run_1/power_grid.png
The bar under the picture is 20 um long. Pins as bars on the die edge.
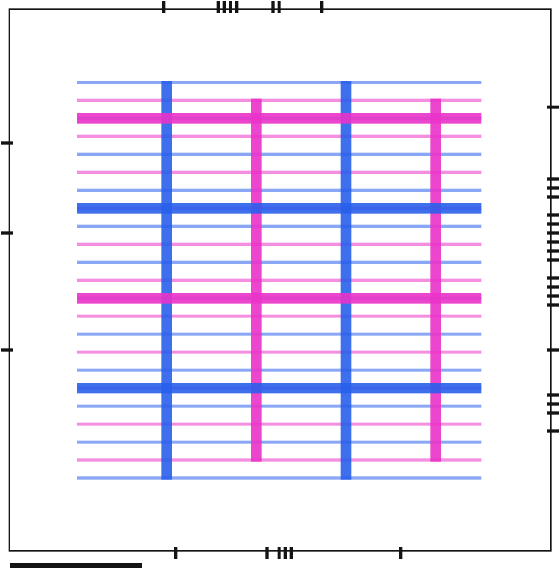
run_1/placement_by_type.png
The bar under the picture is 20 um long.
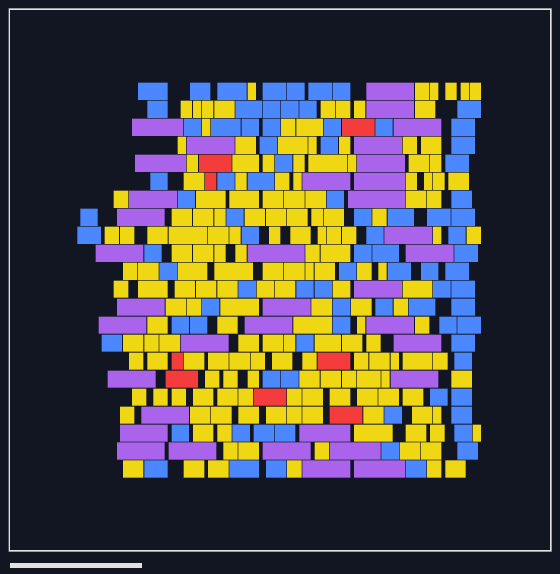
run_1/clk_routes.png
The bar under the picture is 20 um long.
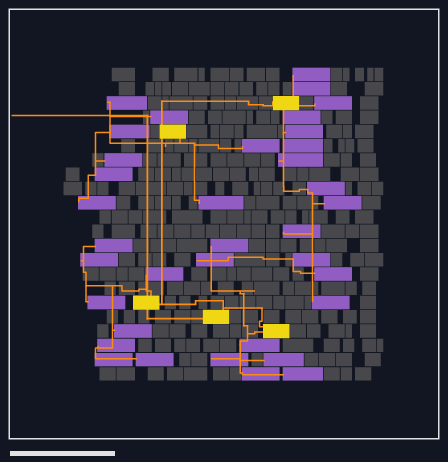
==> src/rtl/mul_issue_ctrl_if.sv <==
// Decode <-> multiply issue controller handshake: issue request, hazard stall,
// per-stage enables and the shared register-file write port.
interface mul_issue_ctrl_if #(
    parameter int MUL_STAGES = 5
) ();
    logic                  issue_valid;
    logic                  issue_is_mul;
    logic [4:0]            issue_dst;
    logic [4:0]            issue_src1;
    logic [4:0]            issue_src2;
    logic                  flush;
    logic                  issue_ready;
    logic [MUL_STAGES-1:0] stage_valid;
    logic                  wb_valid;
    logic                  wb_sel;
    logic [4:0]            wb_dst;
    logic                  fwd_src1;
    logic                  fwd_src2;
    logic                  busy;

    modport master (
        output issue_valid, issue_is_mul, issue_dst, issue_src1, issue_src2, flush,
        input  issue_ready, stage_valid, wb_valid, wb_sel, wb_dst, fwd_src1, fwd_src2, busy
    );

    modport slave (
        input  issue_valid, issue_is_mul, issue_dst, issue_src1, issue_src2, flush,
        output issue_ready, stage_valid, wb_valid, wb_sel, wb_dst, fwd_src1, fwd_src2, busy
    );
endinterface

==> src/rtl/mul_issue_ctrl.sv <==
// Multiply pipeline issue controller: tracks M1..Mn occupancy, stalls decode on
// RAW/WAW/write-port hazards, arbitrates the RF write port. Option: MUL_FWD_EN.
module mul_issue_ctrl #(
    parameter int MUL_STAGES = 5
) (
    input  logic           clk,
    input  logic           rst_n,
    mul_issue_ctrl_if.slave bus
);
    localparam int LAST = MUL_STAGES - 1;
    localparam int PRE  = MUL_STAGES - 2;

    logic [MUL_STAGES-1:0]      vld_q, vld_d;
    logic [MUL_STAGES-1:0][4:0] dst_q, dst_d;
    logic                       alu_wb_v_q, alu_wb_v_d;
    logic [4:0]                 alu_wb_dst_q, alu_wb_dst_d;

    logic raw1_early, raw2_early, raw1_last, raw2_last;
    logic raw_stall, waw, structural, stall, accept;

    // Hazard detection; the last stage is split out so forwarding can waive it.
    always_comb begin
        raw1_early = 1'b0;
        raw2_early = 1'b0;
        waw        = 1'b0;
        for (int k = 0; k < LAST; k++) begin
            if (vld_q[k] && bus.issue_src1 != 5'd0 && dst_q[k] == bus.issue_src1) raw1_early = 1'b1;
            if (vld_q[k] && bus.issue_src2 != 5'd0 && dst_q[k] == bus.issue_src2) raw2_early = 1'b1;
        end
        for (int k = 0; k < MUL_STAGES; k++) begin
            if (vld_q[k] && bus.issue_dst != 5'd0 && dst_q[k] == bus.issue_dst) waw = 1'b1;
        end
        raw1_last = vld_q[LAST] && bus.issue_src1 != 5'd0 && dst_q[LAST] == bus.issue_src1;
        raw2_last = vld_q[LAST] && bus.issue_src2 != 5'd0 && dst_q[LAST] == bus.issue_src2;
`ifdef MUL_FWD_EN
        raw_stall = raw1_early | raw2_early;
`else
        raw_stall = raw1_early | raw2_early | raw1_last | raw2_last;
`endif
        // An ALU op issued now writes next cycle, exactly when M(n-1) reaches Mn.
        structural = vld_q[PRE];
        stall      = raw_stall | (~bus.issue_is_mul & (waw | structural));
        accept     = rst_n & bus.issue_valid & ~bus.flush & ~stall;
    end

    always_comb begin
        vld_d        = {vld_q[MUL_STAGES-2:0], accept & bus.issue_is_mul};
        dst_d        = {dst_q[MUL_STAGES-2:0], (accept & bus.issue_is_mul) ? bus.issue_dst : 5'd0};
        alu_wb_v_d   = accept & ~bus.issue_is_mul;
        alu_wb_dst_d = alu_wb_v_d ? bus.issue_dst : 5'd0;
        if (bus.flush) begin
            vld_d      = '0;
            alu_wb_v_d = 1'b0;
        end
    end

    always_ff @(posedge clk) begin
        if (!rst_n) begin
            vld_q        <= '0;
            dst_q        <= '0;
            alu_wb_v_q   <= 1'b0;
            alu_wb_dst_q <= 5'd0;
        end else begin
            vld_q        <= vld_d;
            dst_q        <= dst_d;
            alu_wb_v_q   <= alu_wb_v_d;
            alu_wb_dst_q <= alu_wb_dst_d;
        end
    end

    // The multiply owns the port whenever it is in Mn; the structural stall
    // guarantees no ALU result is pending in that cycle.
    always_comb begin
        bus.wb_sel = 1'b0;
        bus.wb_dst = 5'd0;
        if (vld_q[LAST]) begin
            bus.wb_sel = 1'b1;
            bus.wb_dst = dst_q[LAST];
        end else if (alu_wb_v_q) begin
            bus.wb_dst = alu_wb_dst_q;
        end
        bus.wb_valid = rst_n && (vld_q[LAST] || alu_wb_v_q) && bus.wb_dst != 5'd0;
    end

    assign bus.issue_ready = accept;
    assign bus.stage_valid = vld_q;
    assign bus.busy        = |vld_q;

`ifdef MUL_FWD_EN
    assign bus.fwd_src1 = rst_n & bus.issue_valid & raw1_last & ~raw1_early;
    assign bus.fwd_src2 = rst_n & bus.issue_valid & raw2_last & ~raw2_early;
`else
    assign bus.fwd_src1 = 1'b0;
    assign bus.fwd_src2 = 1'b0;
`endif
endmodule
==> src/flat_wrapper.sv <==
// flat-port wrapper written by rule: the top's interface ports become plain ports
module mul_issue_ctrl_flat 
#(
    parameter int MUL_STAGES = 5
)
  (clk, rst_n, bus_issue_valid, bus_issue_is_mul, bus_issue_dst, bus_issue_src1, bus_issue_src2, bus_flush, bus_issue_ready, bus_stage_valid, bus_wb_valid, bus_wb_sel, bus_wb_dst, bus_fwd_src1, bus_fwd_src2, bus_busy);
  mul_issue_ctrl_if #(.MUL_STAGES(MUL_STAGES)) bus_i ();
  input  logic clk;
  input  logic rst_n;
  input wire logic [$bits(bus_i.issue_valid)-1:0] bus_issue_valid;
  input wire logic [$bits(bus_i.issue_is_mul)-1:0] bus_issue_is_mul;
  input wire logic [$bits(bus_i.issue_dst)-1:0] bus_issue_dst;
  input wire logic [$bits(bus_i.issue_src1)-1:0] bus_issue_src1;
  input wire logic [$bits(bus_i.issue_src2)-1:0] bus_issue_src2;
  input wire logic [$bits(bus_i.flush)-1:0] bus_flush;
  output wire logic [$bits(bus_i.issue_ready)-1:0] bus_issue_ready;
  output wire logic [$bits(bus_i.stage_valid)-1:0] bus_stage_valid;
  output wire logic [$bits(bus_i.wb_valid)-1:0] bus_wb_valid;
  output wire logic [$bits(bus_i.wb_sel)-1:0] bus_wb_sel;
  output wire logic [$bits(bus_i.wb_dst)-1:0] bus_wb_dst;
  output wire logic [$bits(bus_i.fwd_src1)-1:0] bus_fwd_src1;
  output wire logic [$bits(bus_i.fwd_src2)-1:0] bus_fwd_src2;
  output wire logic [$bits(bus_i.busy)-1:0] bus_busy;
  assign bus_i.issue_valid = bus_issue_valid;
  assign bus_i.issue_is_mul = bus_issue_is_mul;
  assign bus_i.issue_dst = bus_issue_dst;
  assign bus_i.issue_src1 = bus_issue_src1;
  assign bus_i.issue_src2 = bus_issue_src2;
  assign bus_i.flush = bus_flush;
  assign bus_issue_ready = bus_i.issue_ready;
  assign bus_stage_valid = bus_i.stage_valid;
  assign bus_wb_valid = bus_i.wb_valid;
  assign bus_wb_sel = bus_i.wb_sel;
  assign bus_wb_dst = bus_i.wb_dst;
  assign bus_fwd_src1 = bus_i.fwd_src1;
  assign bus_fwd_src2 = bus_i.fwd_src2;
  assign bus_busy = bus_i.busy;
  mul_issue_ctrl #(.MUL_STAGES(MUL_STAGES)) u_core (.clk(clk), .rst_n(rst_n), .bus(bus_i));
endmodule
==> config.mk <==
export PLATFORM = sky130hd
export DESIGN_NAME = mul_issue_ctrl_flat
export DESIGN_NICKNAME = d
export VERILOG_FILES = /design/src/rtl/mul_issue_ctrl_if.sv /design/src/rtl/mul_issue_ctrl.sv /design/src/flat_wrapper.sv
export SDC_FILE = /design/constraint.sdc
export NUM_CORES = 1
export LEC_CHECK = 0
export CORE_MARGIN = 10
export CORE_UTILIZATION = 55
export CTS_BUF_LIST = sky130_fd_sc_hd__clkbuf_8
export CTS_CLUSTER_SIZE = 28
export DETAILED_ROUTE_END_ITERATION = 16
export PLACE_DENSITY = 0.83
export SKIP_LAST_GASP = 1
export SYNTH_ARGS = -nofsm -noshare
export SYNTH_HDL_FRONTEND = slang
export SYNTH_SLANG_ARGS = --single-unit
export TNS_END_PERCENT = 1
==> constraint.sdc <==
create_clock -name clk -period 2.1 [get_ports clk]
set_input_delay 0.315 -clock clk [delete_from_list [all_inputs] [get_ports clk]]
set_output_delay 0.315 -clock clk [all_outputs]
set_load 0.02 [all_outputs]
==> results.toml, run 1 <==
# generated from flow reports
[worst_setup_path]
endpoint = "bus_issue_ready"
cp-startpoint = "u_core.dst_d[5]"
path_depth = 8

[drt]
wl_met3_um = 823
ant_nets = 0
drt_iter0_drc = 284
via_count = 2096
drt_pass1_iterations = 5

[clock_tree]
cts_tree = "done"
path_clk_slew_ns = 0.07

[layout]
layout.nets = 325
drive_gt1_share_pct = 29.1
comb_area_mm2 = 0.00133
clk_share_pct = 3.12
clkbuf_count = 6
diodes = 0

[logic_synthesis]
topCombFamilyByArea = "XOR/XNOR gates"
postSynthSeqShare_pct = 34.4
synthXorXnorAreaFrac_pct = 29.3
flop_cell = "dfxtp_1"
synth_cell_types = 31
ys_cells = 234
simple_gate_area_share_pct = 24.3
ys_warn_count = 0

[floorplan]
io_pins = 36

[final_timing]
hold_viol = 0
finalSetupViolations = 8
fin_ws_ns = -0.215

[hold_path]
hp-start = "bus_issue_dst[2]"

[power_and_ir_drop]
pg_clk_mw = 0.512
p_int_mw = 1.06
pg_seq_mw = 0.695
power_frac_comb_pct = 16.5
worst_ir_drop_vdd_uv = 440

[run_status]
failed_checks = "setup timing"
outcome = "complete, but fails checks"

[grt]
grt_pass1_wl_mm = 9.84
met3_usage_pct = 4.69

[place]
hpwlAfterDp_mm = 4.82

[flow_run]
warning_count = 28
About power_grid.png:
[magenta] VDD
[blue] VSS
rows: 22
met1 rails: 23
core footprint: 0.00366 mm2
Die Span X: 81.7 um

About placement_by_type.png:
[blue] remaining buffers and delay cells | cells: 86
[red] clock drivers and dummy loads | cells: 8
[yellow] combinational and other logic | cells: 176
[purple] sequential cells | cells: 36
design area: 0.00297 mm2
FP Rows: 22

About clk_routes.png:
[yellow] clock drivers | count: 5
[orange] clock wires | length: 464 um
[purple] flip-flops | count: 36
routed clock nets: 6
Clock Skews: 0.00845 ns
Worst-Skew Late Latency: 0.30 ns

run_1/wires.png
Only two layers are drawn.
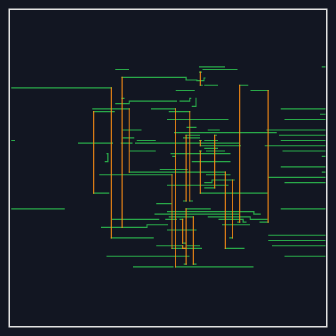

==> inputs of run 2 (changes only) <==
--- a/config.mk
+++ b/config.mk
@@ -5,7 +5,7 @@
 export SDC_FILE = /design/constraint.sdc
 export NUM_CORES = 1
 export LEC_CHECK = 0
-export CORE_MARGIN = 10
+export CORE_MARGIN = 5
 export CORE_UTILIZATION = 55
 export CTS_BUF_LIST = sky130_fd_sc_hd__clkbuf_8
 export CTS_CLUSTER_SIZE = 28
==> constraint.sdc (replaced) <==
create_clock -name clk -period 2.1 [get_ports clk]
set_input_delay 0.315 -clock clk [delete_from_list [all_inputs] [get_ports clk]]
set_output_delay 0.315 -clock clk [all_outputs]
set_load 0.05 [all_outputs]
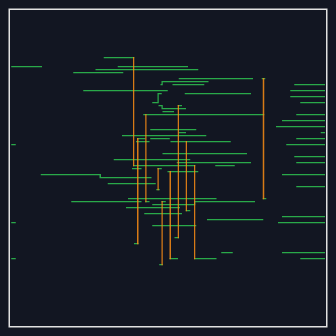
run_2/wires.png
Only two layers are drawn.
[green] metal 3 | wire length: 588 um
[orange] metal 4 | wire length: 201 um
vias post-DR: 1,927
Routed WL per cell: 17.8 um
gr usage total: 24.3%
Routed WL: 6.00 mm

==> run 2 against run 1 <==
Effect of this change: the run still ends with setup timing left; register-to-register slack improved by 0.35 ns; area after synthesis unchanged; critical endpoint unchanged; core utilization decreased by 4.1 points; maximum frequency increased by 1.8%; final area decreased by 5.1%; first-iteration DRC count decreased by 46%; count of clock-buffer cells in the layout decreased by 1; clock skew decreased by 0.0053 ns; worst setup slack improved by 0.040 ns; synthesized cell count unchanged; hold slack got worse by 0.055 ns.
==> results.toml, run 2 <==
# generated from flow reports
[run_status]
outcome = "complete, but fails checks"
failed_checks = "setup timing"

[power_and_ir_drop]
pg_clk_mw = 0.592
worst_ir_drop_vdd_uv = 514
pg_seq_mw = 0.691
switchingPower_mw = 0.369
p_int_mw = 1.14

[logic_synthesis]
ys_cells = 234
flop_cell = "dfxtp_1"
postSynthSeqShare_pct = 34.4
topCombFamilyByArea = "XOR/XNOR gates"
ys_warn_count = 0
simple_gate_area_share_pct = 24.3
synth_cell_types = 31
synthXorXnorAreaFrac_pct = 29.3
netlist_instances = 234

[floorplan]
fp.dieW_um = 71.7
tapCellCount = 48
io_pins = 36
num_rows = 22
core_mm2 = 0.00366

[grt]
grt_pass1_wl_mm = 9.46
grt_pass1_vias = 1853

[layout]
clkbuf_count = 5
layout.nets = 308
drive_gt1_share_pct = 28.0
diodes = 0
clk_share_pct = 3.95
comb_area_mm2 = 0.00129

[hold_path]
hp-start = "bus_issue_dst[2]"

[worst_setup_path]
critPathBufInv = 2
endpoint = "bus_issue_ready"
cp-startpoint = "u_core.dst_q[22]"
cp-end-kind = "output port"

[clock_tree]
clk_latency_ns = 0.28
path_clk_slew_ns = 0.07
cts_sinks = 36
cts_tree = "done"

[drt]
wl_met3_um = 587
dr.max_layer_used = "met4"
drt_pass1_iterations = 4
ant_nets = 0
drt_iter0_drc = 154

[final_timing]
finalSetupViolations = 1
fin_ws_ns = -0.175

[flow_run]
warning_count = 29
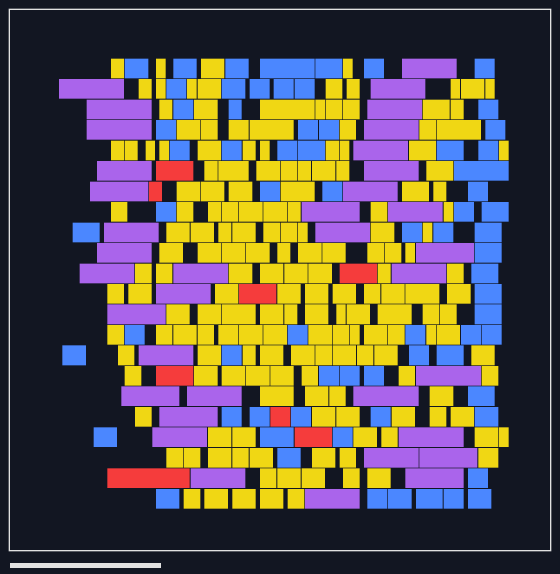
run_2/placement_by_type.png
The bar under the picture is 20 um long.
[blue] remaining buffers and delay cells | cells: 69
[yellow] combinational and other logic | cells: 176
[red] clock drivers and dummy loads | cells: 8
[purple] sequential cells | cells: 36
sequential cell area share: 26.7%
fin util: 76.9%
design area: 0.00282 mm2

